Signal wires on met4:
(3 px per micron) Supply wires on this layer in grey.
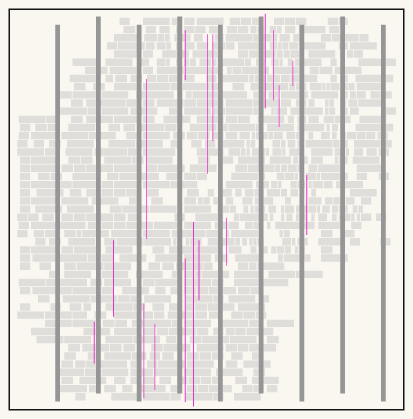
Pin map:
(3 px per micron) Pins as bars across the die edge, other pins in grey.
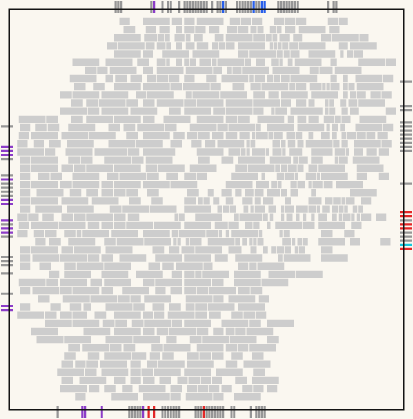
The clock network:
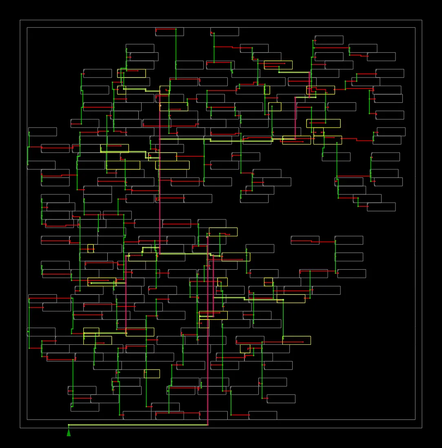
Met3 routing:
(4 px per micron)
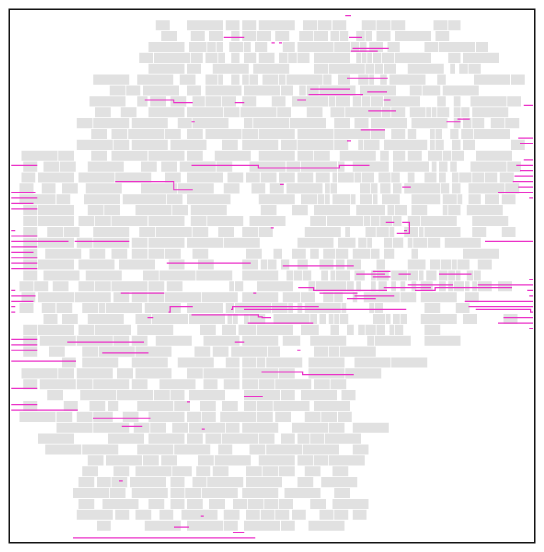
Close-up of the layout:
Window x 73 to 123, y 75 to 125 microns. Cells in grey, sequential cells in the stronger grey; small squares are vias.
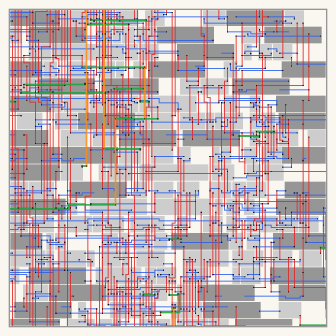
==> config.mk <==
export PLATFORM = sky130hd
export DESIGN_NAME = tcp_ip_header_parser
export DESIGN_NICKNAME = d
export VERILOG_FILES = /design/src/rtl/tcp_ip_header_parser.sv
export SDC_FILE = /design/constraint.sdc
export NUM_CORES = 1
export LEC_CHECK = 0
export ABC_AREA = 0
export CAP_MARGIN = 5
export CORE_AREA = 2 2 129 131
export CTS_CLUSTER_DIAMETER = 30
export CTS_CLUSTER_SIZE = 30
export DETAILED_ROUTE_END_ITERATION = 6
export DIE_AREA = 0 0 131 133
export PLACE_DENSITY = 0.91
export RECOVER_POWER = 25
export SLEW_MARGIN = 10
export SYNTH_ARGS = -nofsm -noshare
export SYNTH_HDL_FRONTEND = slang
export SYNTH_SLANG_ARGS = --single-unit
==> constraint.sdc <==
create_clock -name clk -period 8.3 [get_ports clk]
set_clock_uncertainty 0.05 [all_clocks]
set_input_delay 2.075 -clock clk [delete_from_list [all_inputs] [get_ports clk]]
set_output_delay 2.075 -clock clk [all_outputs]
set_load 0.03 [all_outputs]
==> results.yml <==
# yosys + openroad results
detailed_routing:
  dr.pass1.iters: 5
  wl_met2_mm: 9.33
  drc: 0
synth:
  synth_async_sr_flop_share_pct: 100
  ff_type: "dfrtp_1"
  edf_count: 0
  yosysSeqAreaShare_pct: 58.8
  topCombFamilyByArea: "multiplexers"
  synth-seq-cells: 200
  compound_area_share_pct: 3.71
  synthAdderAreaFrac_pct: 1.71
  synth-simple-area-share_pct: 8.97
  ys_warn_count: 0
  yosys_cells: 622
  mux_share_pct: 20.8
  netlist_instances: 622
  synth_cell_types: 57
setup_path:
  path_cells: "clkdlybuf4s50_1, nand2_1, nand2_1, ha_1, inv_1, fa_1, and3b_1, a311oi_1, xor2_1, o2111a_4, buf_4, mux2_2"
  cp-start-kind: "input pin"
  cp.depth: 12
  crit_top_cell: "nand2_1"
  cp.arrival_ns: 6.62
  reg2reg_slack_ns: 4.39
  reg2regPathDepth: 8
  crit_slowest_cell: "clkdlybuf4s50_1"
  max_stage_delay_ns: 0.84
clock_tree:
  clk_pin_slew_ns: 0.07
  cts_setup_buffers: 0
  hold_buffers: 0
  root_buffer: "clkbuf_16"
  cts_tree: "yes"
  cts-resized-gates: 0
power_and_ir_drop:
  power_density_mw_per_mm2: 242
  leakage_uw: 0.00496
  peakVddDrop_mv: 0.154
sta:
  relSlewSlack_pct: 39.4
  tightest_slew_ns: 0.909
  fmax_ghz: 0.158
global_route:
  grt_max_degree: 127
  met1_usage_pct: 29.5
  antenna_found_initial: 0
  track_usage_pct: 22.2
cells_and_area:
  lay_top_cells: "dfrtp_1 (200), mux2_2 (155), clkdlybuf4s50_1 (123), nand2_1 (29), xnor2_1 (25)"
  fill_cells: 1172
  fin_nets: 763
  area.growth.synth_to_final_pct: 23.8
  drive_above_1_share_pct: 27.0
  layout_top_cell: "dfrtp_1"
status:
  status: "completed"
die:
  fp_util_pct: 52.6
  chipArea_sq_mm: 0.0174
flow_run:
  openroad.warnings: 31
  maxCapViolations: 0
placed_design:
  gp_congestion: 0.893
  place_ws_ns: 1.55
-- 'signal wires on met4' (at the start) --
share of all routed wire: 2.6%
main direction: vertical
nets with wire on the layer: 13
Final Routed Wirelength: 18.6 mm
vias: 5,417

-- 'pin map' (at the start) --
legend:
  red:
    port: in_data
    pins: 8
    direction: input
    edge: 5 right, 3 bottom
  cyan:
    port: in_sop
    pins: 1
    direction: input
    edge: right
  purple:
    port: l3_iph_id
    pins: 16
    direction: output
    edge: 11 left, 4 bottom, 1 top
  blue:
    port: l3_iph_ihl
    pins: 4
    direction: output
    edge: top
all pins by edge: 45 top, 37 bottom, 25 left, 22 right
Die Wd: 131 microns
IO Port Bufs: 128

-- 'the clock network' (at the start) --
CTS Buf Count: 17
clk sink count: 200
clkbuf count: 19
P_clk: 862 uW
num sequential: 200

-- 'met3 routing' (at the start) --
share of all routed wire: 4.8%
main direction: horizontal
GR Util met3: 4.65%

-- 'close-up of the layout' (at the start) --
legend:
  orange:
    layer: metal 4
  blue:
    layer: metal 1
  green:
    layer: metal 3
  red:
    layer: metal 2
cells with their middle in the window: 177
most frequent: dfrtp_1 (37), xnor2_1 (17), clkdlybuf4s50_1 (13)
sequential cells in the window: 37

-- per-stage QoR --
step	total power, uW	area [sq um]	util [%]	instances	hold WS [ns]
final	2550	10500	65.1	972	0.439
after global routing	2660	10500	65.1	972	0.470
after CTS	2570	10500	65.1	972	0.448
after detailed placement	1700	9910	61.3	940	0.437
after global placement	1670	9910	61.3	940	0.429
after floorplan	1550	8510	-	622	0.424
-- cell usage after synthesis (9+ instances only) --
| cell | n | area share, % |
|---|---|---|
| nor2_1 | 12 | 0.53 |
| mux2_2 | 155 | 21 |
| and3_1 | 15 | 1.1 |
| dfrtp_1 | 200 | 59 |
| nand4_1 | 13 | 0.96 |
| and2_1 | 11 | 0.81 |
| nand3_1 | 16 | 0.94 |
| inv_1 | 9 | 0.40 |
| ha_1 | 10 | 1.5 |
| nand2_1 | 29 | 1.3 |
| o21ai_0 | 10 | 0.59 |
| xnor2_1 | 25 | 2.6 |
| clkbuf_1 | 14 | 0.62 |
| a21oi_1 | 11 | 0.65 |
-- cells by family after synthesis --
kind of cell,after synthesis
xor+xnor,33
compound gates,46
simple gates,133
mux,157
buf+inv,42
flops,200
fa+ha+maj,11
-- area by class of cell --
class,instances,area (sq um),share of cell area (%)
clock buffers,19,453,4.30
repair buffers,130,1300,12.3
flip-flops and latches,200,5000,47.5
multi-input cells,380,3290,31.2
clock inverters,13,170,1.62
well taps,220,275,2.61
inverters,10,45.0,0.428
-- worst register-to-register path, stage by stage, from the launching register on --
cell      delay [ns]
dfrtp_1         0.58
and2_1          0.28
ha_1            0.25
nor2b_1         0.14
or3_1           0.31
a211oi_1        0.47
o2111a_4        0.62
buf_4           0.63
mux2_2          0.46
-- where the power goes --
part | leakage, uW | internal [uW] | switching, uW
registers | 0.00271 | 1100 | 106
logic | 0.00194 | 224 | 259
clock network | 0.000301 | 494 | 368
Power and IR drop assume default switching activity.
